### src/rtl/pipe_scheduler.sv
// -----------------------------------------------------------------------------
// pipe_scheduler
//
// Sequences the pipe-scrolling datapath of the Flappy Bird LED-matrix game.
// On every scroll tick while a game is running it produces the next column to
// inject at the right edge of the display, and a one-cycle strobe telling the
// column shifter to advance and load that column. Pipes are PIPE_W columns
// wide with a GAP-row opening at a pseudo-random height, followed by SPACING
// empty columns. Every completed pipe period bumps the (saturating) score.
//
// Ports:
//   clk        in   1     system clock
//   reset      in   1     asynchronous, active-high reset
//   start      in   1     level; begin or restart a game (ignored while running)
//   gameover   in   1     level; collision detected, freeze scrolling
//   tick       in   1     one-cycle scroll-rate strobe from the rate divider
//   pipeRight  out  ROWS  column pattern for the shifter, bit i = row i, 1 = lit
//   shiftEn    out  1     one-cycle strobe: shifter advances and loads pipeRight
//   score      out  8     pipes emitted this game, saturating at 255
//   running    out  1     high while a game is scrolling
//
// All outputs come straight from flops; a tick sampled on one edge shows up
// on shiftEn/pipeRight right after that edge, for exactly one cycle.
// -----------------------------------------------------------------------------
module pipe_scheduler #(
    parameter int          ROWS    = 16,
    parameter int          GAP     = 4,
    parameter int          PIPE_W  = 2,
    parameter int          SPACING = 6,
    parameter logic [7:0]  SEED    = 8'hA5
) (
    input  logic            clk,
    input  logic            reset,
    input  logic            start,
    input  logic            gameover,
    input  logic            tick,
    output logic [ROWS-1:0] pipeRight,
    output logic            shiftEn,
    output logic [7:0]      score,
    output logic            running
);

    localparam int PERIOD = PIPE_W + SPACING;
    localparam int CNT_W  = $clog2(PERIOD + 1);

    localparam logic [1:0] IDLE = 2'd0;
    localparam logic [1:0] RUN  = 2'd1;
    localparam logic [1:0] OVER = 2'd2;

    // Highest legal gap top row, and the offset folding 13..15 back to 0..2.
    localparam logic [3:0] GAP_MAX  = 4'(ROWS - GAP);
    localparam logic [3:0] GAP_WRAP = 4'(ROWS - GAP + 1);

    localparam logic [CNT_W-1:0] PIPE_COLS = CNT_W'(PIPE_W);
    localparam logic [CNT_W-1:0] LAST_COL  = CNT_W'(PERIOD - 1);

    // -------------------------------------------------------------------------
    // Helper functions
    // -------------------------------------------------------------------------

    // One Galois step of the x^8+x^6+x^5+x^4+1 LFSR (taps 8'hB8).
    function automatic logic [7:0] lfsrStep(input logic [7:0] v);
        logic [7:0] nxt;
        nxt = {1'b0, v[7:1]};
        if (v[0]) begin
            nxt = nxt ^ 8'hB8;
        end else begin
            nxt = nxt;
        end
        return nxt;
    endfunction

    // Map an LFSR value to a gap top row in 0..ROWS-GAP; out-of-range nibbles
    // fold back to the bottom so every gap fits fully on the display.
    function automatic logic [3:0] mapGap(input logic [7:0] v);
        logic [3:0] r;
        logic [3:0] result;
        r = v[3:0];
        if (r <= GAP_MAX) begin
            result = r;
        end else begin
            result = r - GAP_WRAP;
        end
        return result;
    endfunction

    // Solid column with GAP clear rows starting at row top.
    function automatic logic [ROWS-1:0] pipePattern(input logic [3:0] top);
        logic [ROWS-1:0] p;
        int              t;
        t = int'(top);
        for (int i = 0; i < ROWS; i++) begin
            p[i] = !((i >= t) && (i < t + GAP));
        end
        return p;
    endfunction

    // -------------------------------------------------------------------------
    // State
    // -------------------------------------------------------------------------
    logic [1:0]       state_r;
    logic [CNT_W-1:0] colCnt_r;
    logic [7:0]       lfsr_r;
    logic [3:0]       gapTop_r;
    logic [ROWS-1:0]  pipeRight_r;
    logic             shiftEn_r;
    logic [7:0]       score_r;
    logic             running_r;

    logic [1:0]       stateNext_s;
    logic [CNT_W-1:0] colCntNext_s;
    logic [7:0]       lfsrNext_s;
    logic [7:0]       lfsrStepped_s;
    logic [3:0]       gapTopNext_s;
    logic [ROWS-1:0]  pipeRightNext_s;
    logic             shiftEnNext_s;
    logic [7:0]       scoreNext_s;
    logic             runningNext_s;

    // Next-state and next-output logic for the IDLE/RUN/OVER sequencer.
    always_comb begin
        stateNext_s     = state_r;
        colCntNext_s    = colCnt_r;
        lfsrNext_s      = lfsr_r;
        gapTopNext_s    = gapTop_r;
        pipeRightNext_s = pipeRight_r;
        shiftEnNext_s   = 1'b0;
        scoreNext_s     = score_r;
        lfsrStepped_s   = lfsrStep(lfsr_r);

        case (state_r)
            IDLE, OVER: begin
                // The LFSR is deliberately not re-seeded here, so a restart
                // from OVER plays a different pipe sequence.
                if (start) begin
                    stateNext_s  = RUN;
                    colCntNext_s = '0;
                    scoreNext_s  = 8'd0;
                    gapTopNext_s = mapGap(lfsr_r);
                end else begin
                    stateNext_s  = state_r;
                end
            end

            RUN: begin
                // A collision wins over a simultaneous tick: nothing advances.
                if (gameover) begin
                    stateNext_s = OVER;
                end else if (tick) begin
                    shiftEnNext_s = 1'b1;
                    if (colCnt_r < PIPE_COLS) begin
                        pipeRightNext_s = pipePattern(gapTop_r);
                    end else begin
                        pipeRightNext_s = '0;
                    end
                    // End of a pipe period: pick the next gap and score it.
                    if (colCnt_r == LAST_COL) begin
                        colCntNext_s = '0;
                        lfsrNext_s   = lfsrStepped_s;
                        gapTopNext_s = mapGap(lfsrStepped_s);
                        if (score_r == 8'hFF) begin
                            scoreNext_s = score_r;
                        end else begin
                            scoreNext_s = score_r + 8'd1;
                        end
                    end else begin
                        colCntNext_s = colCnt_r + CNT_W'(1);
                    end
                end else begin
                    shiftEnNext_s = 1'b0;
                end
            end

            default: begin
                stateNext_s = IDLE;
            end
        endcase

        runningNext_s = (stateNext_s == RUN);
    end

    // Sequencer state and registered outputs, cleared asynchronously.
    always_ff @(posedge clk or posedge reset) begin
        if (reset) begin
            state_r     <= IDLE;
            colCnt_r    <= '0;
            lfsr_r      <= SEED;
            gapTop_r    <= 4'd0;
            pipeRight_r <= '0;
            shiftEn_r   <= 1'b0;
            score_r     <= 8'd0;
            running_r   <= 1'b0;
        end else begin
            state_r     <= stateNext_s;
            colCnt_r    <= colCntNext_s;
            lfsr_r      <= lfsrNext_s;
            gapTop_r    <= gapTopNext_s;
            pipeRight_r <= pipeRightNext_s;
            shiftEn_r   <= shiftEnNext_s;
            score_r     <= scoreNext_s;
            running_r   <= runningNext_s;
        end
    end

    assign pipeRight = pipeRight_r;
    assign shiftEn   = shiftEn_r;
    assign score     = score_r;
    assign running   = running_r;

endmodule

### config.mk
export PLATFORM = sky130hd
export DESIGN_NAME = pipe_scheduler
export DESIGN_NICKNAME = d
export VERILOG_FILES = /design/src/rtl/pipe_scheduler.sv
export SDC_FILE = /design/constraint.sdc
export NUM_CORES = 1
export LEC_CHECK = 0
export CAP_MARGIN = 20
export CORE_MARGIN = 10
export CORE_UTILIZATION = 65
export DETAILED_ROUTE_END_ITERATION = 12
export DONT_BUFFER_PORTS = 1
export GPL_ROUTABILITY_DRIVEN = 0
export GPL_TIMING_DRIVEN = 0
export PLACE_DENSITY = 0.8
export SETUP_SLACK_MARGIN = 0.5
export SLEW_MARGIN = 10
export SYNTH_ARGS = -nofsm -noshare
export SYNTH_HDL_FRONTEND = slang
export SYNTH_SLANG_ARGS = --single-unit
### constraint.sdc
create_clock -name clk -period 3.2 [get_ports clk]
set_input_delay 0.64 -clock clk [delete_from_list [all_inputs] [get_ports clk]]
set_output_delay 0.64 -clock clk [all_outputs]
set_load 0.005 [all_outputs]
ff_map.png
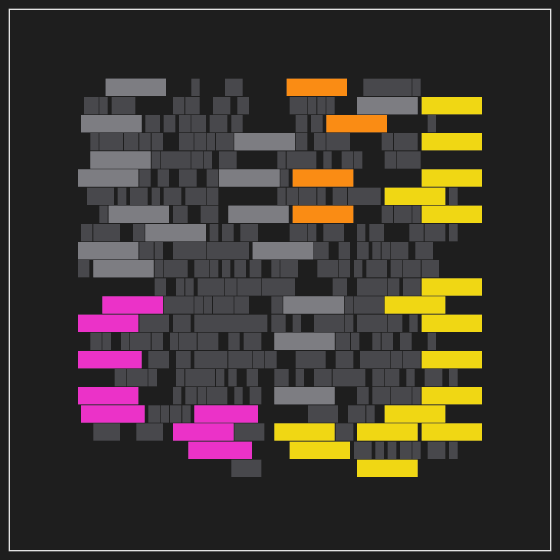
Key: `colCnt_r` = orange [flops 4, where north]; `lfsr_r` = magenta [flops 8, where south-west]; `pipeRight` = yellow [flops 16]
Another 16 sequential cells are not coloured.

congestion_map.png
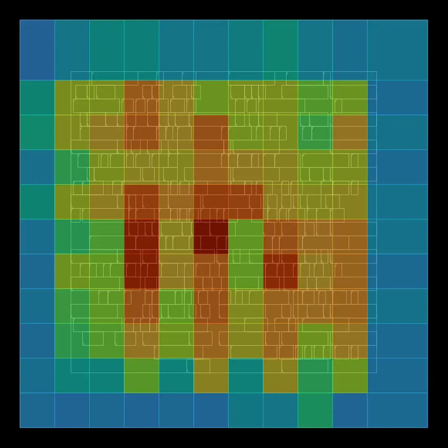
post-layout util: 71.7%
DR WL/cell: 16.3 um
GR Layer Usage met3: 6.18%
GR peak layer: met2
GR Layer Usage met1: 19.7%

sizing.png
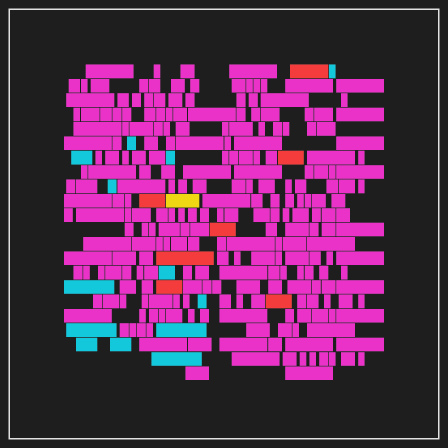
Key: x2 = cyan [cells 13]; x3 and x4 = yellow [cells 1]; x1 and smaller = magenta [cells 242]; x6 and larger = red [cells 7]

util_map.png
The die is cut into 8 by 8 equal tiles; black is low, pale yellow is high, 0 to 100% covered.
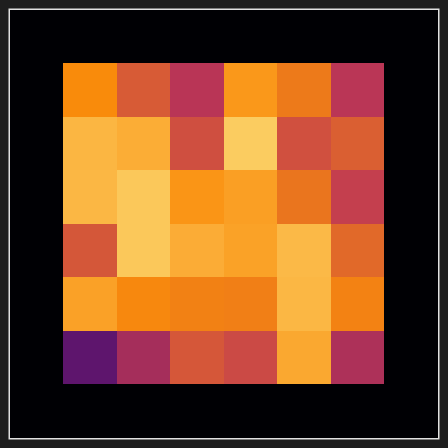
The mean over all tiles is 39%. 44% of the tiles are nearly empty. The emptiest ninth of the die: south-west.
Core ar.: 3630 um^2
Initial Utilization: 66.5%

==> impl_metrics.py <==
# Synthesis and PnR figures
metrics = {
    "status": {
        "status": "finished, final reports clean",
    },
    "synthesis": {
        "ys_chip_area_um2": 2420,
        "adder_share_pct": 7.25,
        "ys_warn_count": 0,
        "floorplan.nets": 273,
        "ys_sh_aoi_pct": 21.4,
        "ys_sh_xor_pct": 1.45,
    },
    "floorplan": {
        "ioPinCount": 31,
        "die_w_um": 81.0,
        "rows": 22,
    },
    "critical_path": {
        "crit_end": "gapTop_r[2]$_DFFE_PP0P_",
        "required_ps": 3370,
        "r2r_start": "lfsr_r[2]$_DFFE_PP1P_",
        "arrival_ps": 2120,
        "reg2reg_depth": 6,
        "critPathKind": "reg -> reg",
    },
    "power_and_ir_drop": {
        "power_mw": 1.93,
        "max-vdd-ir-drop_mv": 0.447,
        "p_per_area_nw_per_um2": 743,
    },
    "layout": {
        "signal_buffers": 15,
        "nets": 281,
        "layoutNonFillerInstCount": 311,
        "combGateArea_um2": 1220,
        "nClkBuffers": 6,
        "layout_top_cell": "dfrtp_1",
        "top_area_cell_class": "logic gates",
        "sh_comb_area_pct": 46.7,
        "lay_top_cells": "dfrtp_1, nand2_1, a21oi_1, o21ai_0, nor2_1",
        "nFlopsAndLatches": 44,
    },
    "clocking": {
        "cts-root-buf": "clkbuf_8",
        "numClockSinks": 44,
        "cts_setup_buffers": 0,
        "cts_max_path_buffers": 2,
        "numCtsBuffers": 5,
        "cts_resized": 0,
        "clk_pin_slew_ps": 90,
    },
    "routing": {
        "vias": 1915,
        "ant_nets": 0,
        "drc": 0,
    },
    "final_timing": {
        "rsz0062_at_grt": "false",
        "slew_viol_final": 0,
        "tns_ps": 0,
    },
    "global_routing": {
        "grt_usage_pct": 16.3,
        "grt_pass1_wl_mm": 8.65,
        "first_global_vias": 1831,
        "grt_max_degree": 31,
    },
    "run": {
        "warning_count": 35,
    },
}
## sequential cells by signal (all words and copies together) (netlist names)
name and flops:
running 1, score 8, lfsr_r 8, shiftEn 1
state_r 2, gapTop_r 4, pipeRight 16, colCnt_r 4
## worst register-to-register path, delay by kind of cell, from the launching register on
kind / cells / cell delay (ps)
flops: 1 / 550
fa+ha+maj: 1 / 190
compound gates: 3 / 670
buf+inv: 2 / 410
## metrics by stage
stage	hold slack, ps	setup WS [ps]	area, um^2	utilization (%)
finish	174	1260	2600	71.7
global placement	499	1110	2480	68.1
CTS	179	1270	2600	71.7
detailed placement	499	1150	2500	68.7
floorplan	467	1290	2420	-
global route	190	1110	2600	71.7
## routing by layer
layer / GRT usage [%] / wire length, um / up-vias
met3: 6.18 / 387 / 7
met1: 19.7 / 2150 / 930
met4: 5.02 / 49 / 0
met2: 26.4 / 2500 / 51
met5: 0 / 0 / -
li1: - / - / 927
## cell families (layout without fill, tap and decap cells)
kind of cell / count (synthesis) / in the layout
simple gates: 82 / 82
mux: 7 / 7
compound gates: 79 / 79
flops: 44 / 44
xor+xnor: 4 / 4
buf+inv: 24 / 33
fa+ha+maj: 14 / 14
## report_power, final
| group | leakage [nW] | switching (mW) | total (mW) | internal [mW] |
|---|---|---|---|---|
| Sequential | 0.547 | 0.157 | 0.872 | 0.714 |
| Combinational | 0.589 | 0.384 | 0.641 | 0.257 |
| Clock | 0.0552 | 0.190 | 0.422 | 0.232 |
| Total | 1.19 | 0.731 | 1.93 | 1.20 |
Power is estimated from default activity; no workload was simulated.
